===== src/rtl/frida_conv_seq_if.sv =====
// Result port of the FRIDA conversion sequencer: one raw bit word per ADC.
// The sequencer drives the master side; the consumer acknowledges with result_ready.
interface frida_conv_seq_if;
  logic [15:0] result;
  logic [3:0]  result_adc;
  logic        result_valid;
  logic        result_ready;

  modport master (output result, output result_adc, output result_valid, input result_ready);
  modport slave  (input result, input result_adc, input result_valid, output result_ready);
endinterface


===== src/rtl/frida_conv_seq.sv =====
// FRIDA conversion sequencer: generates the INIT/SAMP/COMP/LOGIC phase strobes,
// scans the enabled ADCs round-robin and returns each captured bit word.
module frida_conv_seq (
  input  logic                    clk,
  input  logic                    rst,
  input  logic                    i_start,
  input  logic                    i_cont,
  input  logic [15:0]             i_adc_mask,
  input  logic [3:0]              i_t_init,
  input  logic [3:0]              i_t_samp,
  input  logic [3:0]              i_t_comp,
  input  logic [3:0]              i_t_logic,
  input  logic [3:0]              i_n_cyc,
  input  logic                    i_comp_out,
  output logic                    o_seq_init,
  output logic                    o_seq_samp,
  output logic                    o_seq_comp,
  output logic                    o_seq_logic,
  output logic [3:0]              o_mux_sel,
  output logic                    o_busy,
  frida_conv_seq_if.master        res_if
);

  localparam int NADC  = 16;
  localparam int NBMAX = 16;

  typedef enum logic [2:0] {S_IDLE, S_INIT, S_SAMP, S_COMP, S_LOGIC, S_DONE} state_t;

  state_t             r_state, w_state_next;
  logic [3:0]         r_cnt, r_bit;
  logic [NBMAX-1:0]   r_sh, r_result;
  logic [3:0]         r_t_init, r_t_samp, r_t_comp, r_t_logic, r_n_cyc;
  logic [3:0]         r_mux_sel, r_last, r_result_adc;
  logic               r_valid, r_busy;
  logic               r_seq_init, r_seq_samp, r_seq_comp, r_seq_logic;

  logic [NADC-1:0]    w_rot;
  logic [3:0]         w_off, w_next_idx;
  logic               w_mask_any, w_load, w_shift, w_bit_inc;

  // Mask rotated so that bit 0 is the ADC right after the last converted one.
  generate
    for (genvar gi = 0; gi < NADC; gi++) begin : g_rot
      assign w_rot[gi] = i_adc_mask[r_last + 4'(gi + 1)];
    end
  endgenerate

  always_comb begin
    w_off = '0;
    for (int i = NADC - 1; i >= 0; i--) begin
      if (w_rot[i]) w_off = 4'(i);
    end
  end

  assign w_next_idx = r_last + 4'd1 + w_off;
  assign w_mask_any = |i_adc_mask;

  always_comb begin
    w_state_next = r_state;
    w_load       = 1'b0;
    w_shift      = 1'b0;
    w_bit_inc    = 1'b0;
    unique case (r_state)
      S_IDLE:  if (i_start && w_mask_any) begin
                 w_state_next = S_INIT;
                 w_load       = 1'b1;
               end
      S_INIT:  if (r_cnt == r_t_init) w_state_next = S_SAMP;
      S_SAMP:  if (r_cnt == r_t_samp) w_state_next = S_COMP;
      S_COMP:  if (r_cnt == r_t_comp) begin
                 w_state_next = S_LOGIC;
                 w_shift      = 1'b1;
               end
      S_LOGIC: if (r_cnt == r_t_logic) begin
                 if (r_bit == r_n_cyc) begin
                   w_state_next = S_DONE;
                 end else begin
                   w_state_next = S_COMP;
                   w_bit_inc    = 1'b1;
                 end
               end
      S_DONE:  if (res_if.result_ready) begin
                 if (i_cont && w_mask_any) begin
                   w_state_next = S_INIT;
                   w_load       = 1'b1;
                 end else begin
                   w_state_next = S_IDLE;
                 end
               end
      default: w_state_next = S_IDLE;
    endcase
  end

  always_ff @(posedge clk) begin
    if (rst) begin
      r_state      <= S_IDLE;
      r_cnt        <= '0;
      r_bit        <= '0;
      r_sh         <= '0;
      r_t_init     <= '0;
      r_t_samp     <= '0;
      r_t_comp     <= '0;
      r_t_logic    <= '0;
      r_n_cyc      <= '0;
      r_mux_sel    <= '0;
      r_last       <= 4'd15;
      r_result     <= '0;
      r_result_adc <= '0;
      r_valid      <= 1'b0;
      r_busy       <= 1'b0;
      r_seq_init   <= 1'b0;
      r_seq_samp   <= 1'b0;
      r_seq_comp   <= 1'b0;
      r_seq_logic  <= 1'b0;
    end else begin
      r_state <= w_state_next;
      r_cnt   <= (w_state_next != r_state) ? 4'd0 : r_cnt + 4'd1;
      if (w_load) begin
        r_t_init  <= i_t_init;
        r_t_samp  <= i_t_samp;
        r_t_comp  <= i_t_comp;
        r_t_logic <= i_t_logic;
        r_n_cyc   <= i_n_cyc;
        r_mux_sel <= w_next_idx;
        r_last    <= w_next_idx;
        r_bit     <= '0;
        r_sh      <= '0;
      end
      if (w_shift)   r_sh  <= {r_sh[NBMAX-2:0], i_comp_out};
      if (w_bit_inc) r_bit <= r_bit + 4'd1;
      // Result is latched once on DONE entry so it stays stable under backpressure.
      if (w_state_next == S_DONE && r_state != S_DONE) begin
        r_result     <= r_sh;
        r_result_adc <= r_mux_sel;
      end
      r_valid     <= (w_state_next == S_DONE);
      r_busy      <= (w_state_next != S_IDLE);
      r_seq_init  <= (w_state_next == S_INIT);
      r_seq_samp  <= (w_state_next == S_SAMP);
      r_seq_comp  <= (w_state_next == S_COMP);
      r_seq_logic <= (w_state_next == S_LOGIC);
    end
  end

  assign o_seq_init          = r_seq_init;
  assign o_seq_samp          = r_seq_samp;
  assign o_seq_comp          = r_seq_comp;
  assign o_seq_logic         = r_seq_logic;
  assign o_mux_sel           = r_mux_sel;
  assign o_busy              = r_busy;
  assign res_if.result       = r_result;
  assign res_if.result_adc   = r_result_adc;
  assign res_if.result_valid = r_valid;

endmodule


===== src/flat_wrapper.sv =====
// flat-port wrapper written by rule: the top's interface ports become plain ports
module frida_conv_seq_flat 
  (clk, rst, i_start, i_cont, i_adc_mask, i_t_init, i_t_samp, i_t_comp, i_t_logic, i_n_cyc, i_comp_out, o_seq_init, o_seq_samp, o_seq_comp, o_seq_logic, o_mux_sel, o_busy, res_if_result, res_if_result_adc, res_if_result_valid, res_if_result_ready);
  frida_conv_seq_if res_if_i ();
  input  logic clk;
  input  logic rst;
  input  logic i_start;
  input  logic i_cont;
  input  logic [15:0] i_adc_mask;
  input  logic [3:0] i_t_init;
  input  logic [3:0] i_t_samp;
  input  logic [3:0] i_t_comp;
  input  logic [3:0] i_t_logic;
  input  logic [3:0] i_n_cyc;
  input  logic i_comp_out;
  output logic o_seq_init;
  output logic o_seq_samp;
  output logic o_seq_comp;
  output logic o_seq_logic;
  output logic [3:0] o_mux_sel;
  output logic o_busy;
  output wire logic [$bits(res_if_i.result)-1:0] res_if_result;
  output wire logic [$bits(res_if_i.result_adc)-1:0] res_if_result_adc;
  output wire logic [$bits(res_if_i.result_valid)-1:0] res_if_result_valid;
  input wire logic [$bits(res_if_i.result_ready)-1:0] res_if_result_ready;
  assign res_if_result = res_if_i.result;
  assign res_if_result_adc = res_if_i.result_adc;
  assign res_if_result_valid = res_if_i.result_valid;
  assign res_if_i.result_ready = res_if_result_ready;
  frida_conv_seq u_core (.clk(clk), .rst(rst), .i_start(i_start), .i_cont(i_cont), .i_adc_mask(i_adc_mask), .i_t_init(i_t_init), .i_t_samp(i_t_samp), .i_t_comp(i_t_comp), .i_t_logic(i_t_logic), .i_n_cyc(i_n_cyc), .i_comp_out(i_comp_out), .o_seq_init(o_seq_init), .o_seq_samp(o_seq_samp), .o_seq_comp(o_seq_comp), .o_seq_logic(o_seq_logic), .o_mux_sel(o_mux_sel), .o_busy(o_busy), .res_if(res_if_i));
endmodule

===== config.mk =====
export PLATFORM = sky130hd
export DESIGN_NAME = frida_conv_seq_flat
export DESIGN_NICKNAME = d
export VERILOG_FILES = /design/src/rtl/frida_conv_seq_if.sv /design/src/rtl/frida_conv_seq.sv /design/src/flat_wrapper.sv
export SDC_FILE = /design/constraint.sdc
export NUM_CORES = 1
export LEC_CHECK = 0
export CORE_ASPECT_RATIO = 1.25
export CORE_MARGIN = 2
export CORE_UTILIZATION = 45
export DETAILED_ROUTE_END_ITERATION = 10
export DONT_BUFFER_PORTS = 1
export SLEW_MARGIN = 10
export SYNTH_ARGS = -nofsm -noshare
export SYNTH_HDL_FRONTEND = slang
export SYNTH_SLANG_ARGS = --single-unit

===== constraint.sdc =====
create_clock -name clk -period 4.9 [get_ports clk]
set_input_delay 0.98 -clock clk [delete_from_list [all_inputs] [get_ports clk]]
set_output_delay 0.98 -clock clk [all_outputs]
set_load 0.03 [all_outputs]

Fig. 1: run 1, close-up of the layout
Bar = 10 um. Window x 27 to 67, y 15 to 55 um. Cells in gray, sequential cells in the stronger gray; small squares are vias.
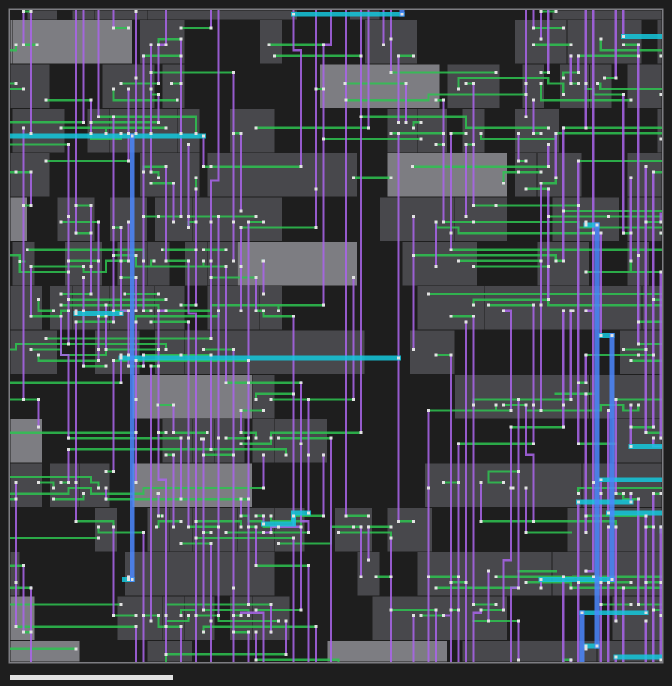
- M1: green
- M3: cyan
- M4: blue
- M2: purple
- cells with their middle in the window: 96
- most frequent: nand2_1 (9), mux4_2 (7), inv_1 (7)
- netlist names of flops here include: u_core.r_state (3), u_core.r_last (2)
- sequential cells in the window: 6

Fig. 2: run 1, routing congestion
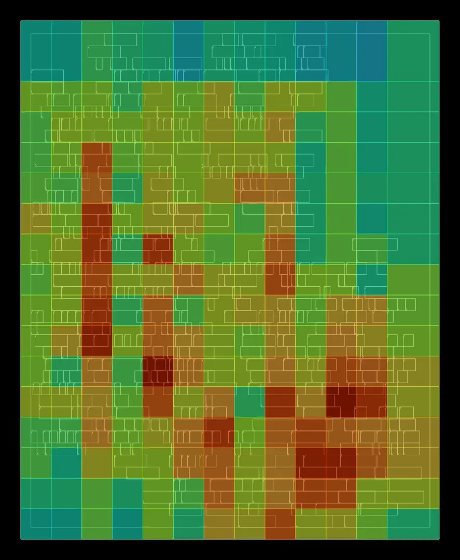
drt wl/cell: 17.2 um
GR Util met3: 4.10%
GR Layer Usage met1: 22.9%
grt peak-use layer: met2

==> flow_summary.toml, run 1 <==
# flow metrics
[route]
num_vias = 3549
drt_iter0_drc = 147
drc = 0
ant_nets = 0
routed_via_density = 5.80

[logic_synthesis]
async_reset_ff_share_pct = 0
synth-edff-count = 0
most_common_cell = "dfxtp_1"
ys_sh_adder_pct = 3.69
yosys.area.top_type = "dfxtp_1"
ys_sh_aoi_pct = 9.90
yosysChipArea_um2 = 4610
area_leaders = "dfxtp_1, mux4_2, mux2i_1, nand2_1, a21oi_1"
synthMuxAreaShare_pct = 22.4

[setup_path]
cp.depth = 15
slowest_delay_ps = 610
crit_slowest_cell = "mux4_2"
start_kind = "register"
endpoint_kind = "register"
critical_path_class = "register to register"
r2r_start = "u_core.r_last[0]$_SDFFE_PP1P_"
cp_cell_sequence = "inv_2, ha_1, mux4_2, mux2i_1, mux2i_1, or2_1, nor4_1, o31a_1, ha_1, a21o_1, a21oi_1, xnor2_1, nor3_1, nand2_1, o221ai_1"
critical-path-top-delay-family = "simple AND/OR/NAND/NOR gates"

[grt]
antenna_found_initial = 0
grt-ovfl-total = 0
grt_usage_pct = 20.0
grt_max_degree = 71

[cells_and_area]
antenna_cells = 0
final_layout_size_suffix_gt1_share_pct = 11.2
nClkBuffers = 12
ff_count = 81
sh_comb_area_pct = 55.7
logic_area_um2 = 2780
seq_share_pct = 32.5
fillers = 1004

[clock_network]
cts_hold_buffers = 0
clockBufferDepth = 2
cts_setup_buffers = 0
root_buffer = "clkbuf_16"
numCtsBuffers = 9

[worst_hold_path]
hold_depth = 2
whs_endpoint = "u_core.r_n_cyc[0]$_SDFFE_PP0P_"
hold_start = "u_core.r_n_cyc[0]$_SDFFE_PP0P_"

[flow_run]
warnings = 31

[power_and_ir_drop]
p_int_uw = 1940
p_leak_uw = 0.00197
p_clk_uw = 715
finalPower_uw = 3220
vdd_drop_max_mv = 0.333
switching_share_pct = 39.7
p_per_area_nw_per_um2 = 645

[run_status]
status = "finished, final reports clean"

[floorplan]
dieWidth_um = 94.6
die_area_um2 = 11100
tap_cells = 129

[final_timing]
slew_headroom_pct = 19.5
fmaxAchievable_mhz = 233
tns_ps = 0
drv_slew = 0
rsz0062_at_grt = "false"
setup_viol = 0

[placement]
pre_cts_ws_ps = 509
Fig. 3: run 1, sizing map
Bar = 20 um.
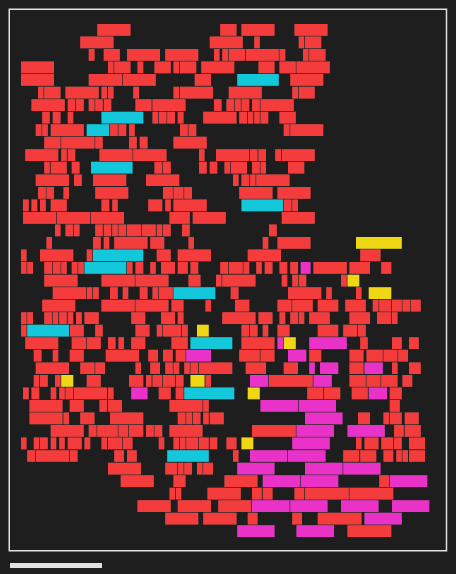
- x6 and larger: cyan (cells 12; share 2.5%)
- x3 and x4: yellow (cells 9; share 1.9%)
- x2: magenta (cells 33; share 6.8%)
- x1 and smaller: red (cells 429; share 89%)

Fig. 4: run 1, met2 routing
Bar = 20 um.
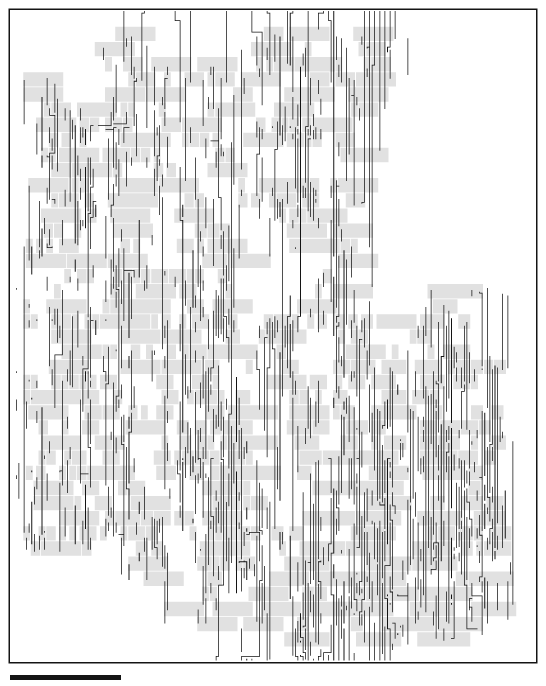
- share of all routed wire: 52%
- wire length on this layer: 5500 um
- nets with wire on the layer: 423
- main direction: vertical
- longest straight run: 51.3 um

-- run 1: cell usage in the layout (no fill, tap or decap), drive strengths merged, types with 2 or more instances in the layout --
cell type	instances
nand2	70
o211ai	3
or2	5
mux4	28
a41oi	2
nand2b	3
nand4	3
or3	2
ha	12
clkbuf	12
bufinv	2
a21oi	52
nor2	34
o21ai	4
nor3	9
o221ai	2
mux2	6
buf	5
inv	17
xor2	10
o31ai	2
nor2b	5
a21o	2
nand3	23
clkinv	2
dfxtp	81
nor4	11
mux2i	31
and2	2
xnor2	24
a211oi	2
-- run 1: per-layer routing --
metal / up-vias / routed length [um] / part of all wire [%]
met3: 28 / 523 / 5.0
met4: 0 / 367 / 3.5
li1: 1726 / - / -
met2: 103 / 5500 / 52
met1: 1692 / 4130 / 39
met5: - / 0 / 0
Fig. 5: run 1, met1 routing
Bar = 20 um. Supply wires on this layer in gray.
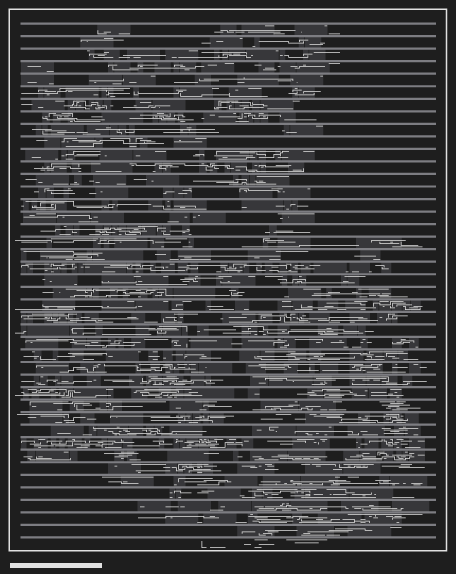

## Run 2: what changed since run 1
- CORE_UTILIZATION: 45 -> 40
- CTS_BUF_LIST: not set -> sky130_fd_sc_hd__clkbuf_16
- REMOVE_ABC_BUFFERS: not set -> 1
Fig. 6: run 2, met1 routing
Bar = 20 um. Supply wires on this layer in gray.
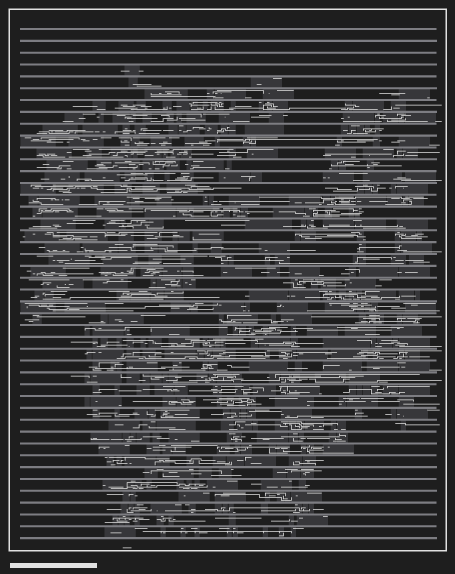
- wire length on this layer: 4400 um
- longest straight run: 34.3 um
- nets with wire on the layer: 502

==> flow_summary.toml, run 2 <==
# flow metrics
[run_status]
status = "finished, final reports clean"

[power_and_ir_drop]
finalPower_uw = 3200
comb_power_share_pct = 50.3
p_int_uw = 1930
p_clk_uw = 710
p_per_area_nw_per_um2 = 640
p_comb_uw = 1610
sequentialPowerShare_pct = 27.5
p_sw_uw = 1270
switching_share_pct = 39.7
maxPowerGroup = "combinational cells"
vdd_drop_max_mv = 0.287
pwr-share-clk_pct = 22.2
p_leak_uw = 0.00197

[placement]
gp_congestion = 0.959
place_hpwl_um = 7360
pre_cts_ws_ps = 667
dpl-instance-area_um2 = 4680
io_buffers = 0

[logic_synthesis]
logic_family = "multiplexers"
simple_gate_area_share_pct = 17.7
ys_cells = 496
netlist.area_leader.share_pct = 35.2
ys_ff = 81
yosys.area.top_type = "dfxtp_1"
ys_sh_adder_pct = 3.69
ys_seq_share_pct = 35.2
ys_warn_count = 0
avgSynthCellArea_um2 = 9.30
synthTopCellsByCount = "dfxtp_1, nand2_1, a21oi_1, nor2_1, mux2i_1"
syn-cell-area_um2 = 4610
yosysUniqueCellTypes = 54
area_leaders = "dfxtp_1, mux4_2, mux2i_1, nand2_1, a21oi_1"
synth-edff-count = 0
xor_area_share_pct = 6.46
yosysChipArea_um2 = 4610
synthMuxAreaShare_pct = 22.4
ys_sh_aoi_pct = 9.90
most_common_cell = "dfxtp_1"
async_reset_ff_share_pct = 0

[cells_and_area]
areaGrowthSynthToFinish_pct = 8.41
fillers = 1093
regArea_um2 = 1620
buffers = 5
sh_comb_area_pct = 55.7
final-clk-cell-share_pct = 6.41
largest_cell_class = "logic gates"
buf_share_pct = 0.751
layout_top_cells_excl_fill_tap = "dfxtp_1, nand2_1, a21oi_1"
nClkBuffers = 9
antenna_cells = 0
ff_count = 81
comb_cells = 363
final_util_pct = 44.7
seq_share_pct = 32.4
nets = 533
logic_area_um2 = 2780
finalInstanceArea_um2 = 5000
final_layout_size_suffix_gt1_share_pct = 11.6
inverters = 18
layout.cells.most_common = "dfxtp_1"

[route]
top_layer_used = "met4"
routed_via_density = 5.69
num_vias = 3519
met2WireLength_um = 4930
wl_per_cell_um = 16.4
met3_length_um = 640
drc = 0
drt_iter0_drc = 114
ant_nets = 0
wl_met1_um = 4400
drt_pass1_iterations = 4
wirelength_um = 10100

[final_timing]
slew_headroom_pct = 23.8
skew_ps = 11.4
finalWorstSetupSlack_ps = 731
setup_viol = 0
drv_slew = 0
tightest_slew_ps = 1140
rsz0062_at_grt = "false"
fin_crit_ps = 4170
tns_ps = 0
hold_viol = 0
fmaxAchievable_mhz = 240

[clock_network]
numCtsBuffers = 9
cts_setup_buffers = 0
cts_num_sinks = 81
clockBufferDepth = 2
cts_hold_buffers = 0
cts_resized = 0
root_buffer = "clkbuf_16"
h-tree-depth = 3
cts_tree = "yes"
clkTransAtPathRegs_ps = 60

[grt]
busiest_layer = "met2"
grtUsageMet1_pct = 21.0
grt_pass1_wl_um = 17300
use_met3_pct = 5.61
grt-ovfl-total = 0
grt_max_degree = 71
use_met2_pct = 29.1
grt_usage_pct = 17.4
antenna_found_initial = 0

[setup_path]
crit_slowest_cell = "ha_1"
critical_path_class = "register to register"
r2r_start = "u_core.r_last[0]$_SDFFE_PP1P_"
reg2reg_depth = 15
cp.required_ps = 5080
slowest_delay_ps = 600
worst-path-buf-inv = 1
arrival_ps = 4340
endpoint_kind = "register"
r2r-end = "u_core.o_mux_sel[3]$_SDFFE_PP0P_"
start_kind = "register"
cp_cell_sequence = "inv_2, ha_1, mux4_2, mux2i_1, mux2i_1, or2_1, nor4_1, o31a_1, ha_1, a21o_1, a21oi_1, xnor2_1, nor3_1, nand2_1, o221ai_1"
path_max_fanout = 10
crit_start = "u_core.r_last[0]$_SDFFE_PP1P_"
critical-path-top-delay-family = "simple AND/OR/NAND/NOR gates"

[floorplan]
initial_core_util_pct = 41.2
io_pins = 72
dieWidth_um = 100
design.core.area_um2 = 11200
die_area_um2 = 12400
rows = 43
tap_cells = 135
die.size.y_um = 124

[flow_run]
cap_violations = 0
warnings = 30

[worst_hold_path]
min_path_type = "register to register"
whs_endpoint = "u_core.r_sh[11]$_SDFFE_PP0P_"
hold_start = "u_core.r_sh[10]$_SDFFE_PP0P_"
hold_depth = 2
Fig. 7: run 2, sizing map
Bar = 20 um.
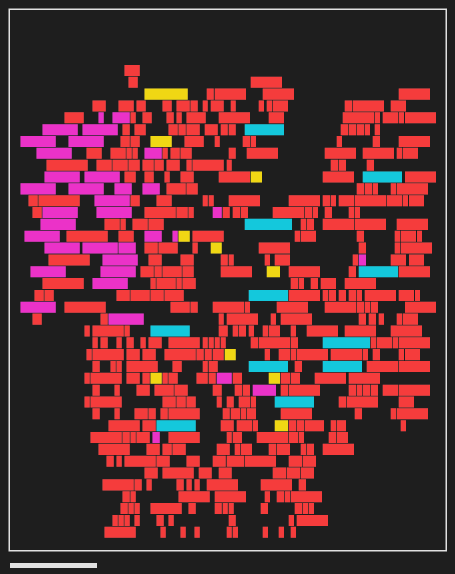
- x3 and x4: yellow (cells 10; share 2.1%)
- x6 and larger: cyan (cells 11; share 2.3%)
- x2: magenta (cells 35; share 7.2%)
- x1 and smaller: red (cells 427; share 88%)

## run 2: cell counts after synthesis
Identical to the previous run, type by type.
## run 2: how the worst max path moves through the flow
stage                                           end  slack, ps  cells after the start
5_1_grt            u_core.o_mux_sel[3]$_SDFFE_PP0P_        380                     14
4_1_cts               u_core.r_last[1]$_SDFFE_PP1P_        740                     11
3_3_place_gp       u_core.o_mux_sel[3]$_SDFFE_PP0P_        730                     12
2_1_floorplan  u_core.res_if.result[0]$_SDFFE_PP0P_        470                      7
6_report           u_core.o_mux_sel[3]$_SDFFE_PP0P_        730                     15
3_5_place_dp       u_core.o_mux_sel[3]$_SDFFE_PP0P_        670                     12
## run 2: metrics by stage
stage	hold slack (ps)	instances
CTS	455	618
finish	453	618
global route	465	618
detailed placement	449	602
global placement	451	602
floorplan	438	462
Fig. 8: run 2, routing congestion
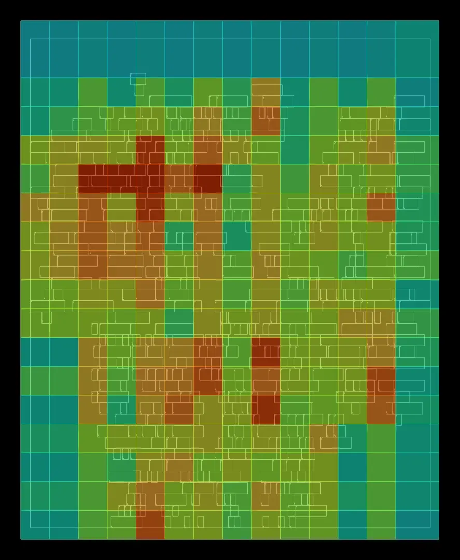

## Run 3: what changed since run 2
- PLACE_DENSITY: not set -> 0.5
Fig. 9: run 3, routing congestion
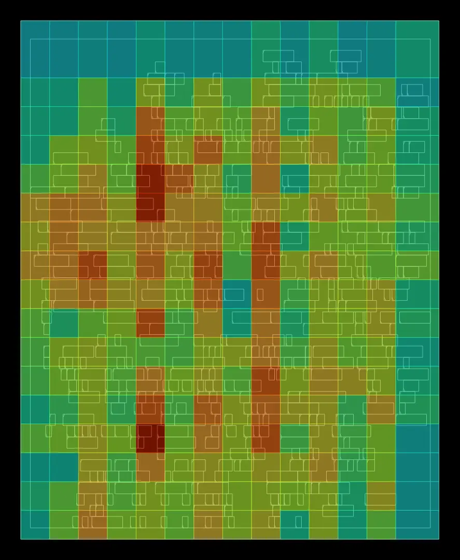
GRT Total Usage: 17.6%
GR Layer Usage met2: 27.4%
GR Util met3: 4.71%
GR Layer Usage met1: 23.6%
drt wl/cell: 16.9 um

==> flow_summary.toml, run 3 <==
# flow metrics
[final_timing]
hold_viol = 0
drv_slew = 0
skew_ps = 3.65
fmaxAchievable_mhz = 242
tightest_slew_ps = 981
setup_viol = 0
slew_headroom_pct = 34.6
finalWorstSetupSlack_ps = 768
rsz0062_at_grt = "false"
tns_ps = 0

[clock_network]
cts_num_sinks = 81
cts_resized = 0
cts_tree = "yes"
cts_setup_buffers = 0
root_buffer = "clkbuf_16"
clkTransAtPathRegs_ps = 60
clockBufferDepth = 2

[worst_hold_path]
min_path_type = "register to register"
hold_start = "u_core.r_sh[11]$_SDFFE_PP0P_"

[cells_and_area]
nets = 535
regArea_um2 = 1620
comb_cells = 363
ff_count = 81
fin_cells = 620
nClkBuffers = 9
final_layout_size_suffix_gt1_share_pct = 11.8
layout_top_cells_excl_fill_tap = "dfxtp_1, nand2_1, a21oi_1"
areaGrowthSynthToFinish_pct = 8.55
buffers = 7
layout.cells.most_common = "dfxtp_1"
finalInstanceArea_um2 = 5010
logic_area_um2 = 2780
final-clk-cell-share_pct = 6.22
largest_cell_class = "logic gates"

[logic_synthesis]
yosys.area.top_type = "dfxtp_1"
ys_cells = 496
ys_warn_count = 0
synthTopCellsByCount = "dfxtp_1, nand2_1, a21oi_1, nor2_1, mux2i_1"
yosysUniqueCellTypes = 54
yosysChipArea_um2 = 4610
ys_ff = 81
netlist.area_leader.share_pct = 35.2
async_reset_ff_share_pct = 0
most_common_cell = "dfxtp_1"
area_leaders = "dfxtp_1, mux4_2, mux2i_1, nand2_1, a21oi_1"
syn-cell-area_um2 = 4610

[power_and_ir_drop]
maxPowerGroup = "combinational cells"
pwr-share-clk_pct = 21.8
finalPower_uw = 3190
p_leak_uw = 0.00198
sequentialPowerShare_pct = 27.3
vdd_drop_max_mv = 0.246
p_comb_uw = 1620
switching_share_pct = 39.7
p_per_area_nw_per_um2 = 638
p_int_uw = 1930
p_sw_uw = 1270

[floorplan]
dieWidth_um = 100
initial_core_util_pct = 41.2
io_pins = 72
die.size.y_um = 124
design.core.area_um2 = 11200
die_area_um2 = 12400

[flow_run]
cap_violations = 0

[route]
drt_pass1_iterations = 4
drc = 0
num_vias = 3509
ant_nets = 0
top_layer_used = "met4"
drt_iter0_drc = 151
wirelength_um = 10500
wl_met1_um = 4940

[placement]
gp_congestion = 0.829
io_buffers = 0
place_inst = 604
pre_cts_ws_ps = 702

[grt]
busiest_layer = "met2"

[setup_path]
endpoint_kind = "register"
critical_path_class = "register to register"
r2r-end = "u_core.r_last[1]$_SDFFE_PP1P_"
reg2reg_depth = 11
r2r_start = "u_core.r_last[1]$_SDFFE_PP1P_"
path_max_fanout = 10
arrival_ps = 4350
crit_slowest_cell = "ha_1"
cp_cell_sequence = "inv_1, ha_1, mux4_2, mux4_2, or4_1, a221oi_1, ha_1, inv_1, fa_1, a21oi_1, or2_2"
cp.required_ps = 5120
slowest_delay_ps = 610

[run_status]
status = "finished, final reports clean"
Fig. 10: run 3, met2 routing
Bar = 20 um.
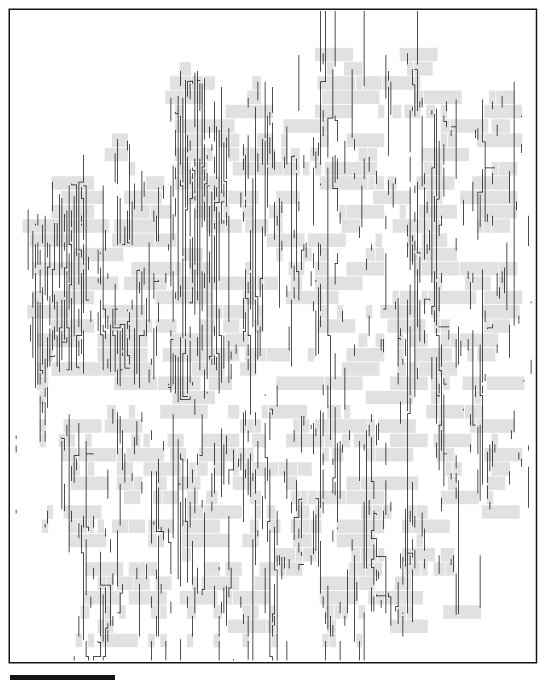
- longest straight run: 46.2 um
- share of all routed wire: 46%
- wire length on this layer: 4790 um

-- run 3: cell counts after synthesis --
Identical to the previous run, type by type.
-- run 3: cell families after synthesis --
family          share of synthesized area (%)
simple gates                             17.7
flops                                    35.2
compound gates                           9.90
mux                                      22.4
buf+inv                                  4.72
xor+xnor                                 6.46
fa+ha+maj                                3.69
-- run 3: worst max-delay path: cells and delay by family (launching register included) --
| kind | cells | cell delay, ps |
|---|---|---|
| AOI/OAI and AO/OA | 2 | 320 |
| adders and majority gates | 3 | 1310 |
| buffers and inverters | 2 | 140 |
| DFF | 1 | 340 |
| muxes | 2 | 1120 |
| and+or+nand+nor | 2 | 780 |
-- run 3: metrics by stage --
stage                     utilization, %  hold WS [ps]
after CTS                           44.7           461
after detailed placement            41.9           455
after floorplan                        -           438
after global placement              41.9           452
final                               44.7           456
after global routing                44.7           479
Power figures rest on the tool's default switching activity, not on a simulated workload.
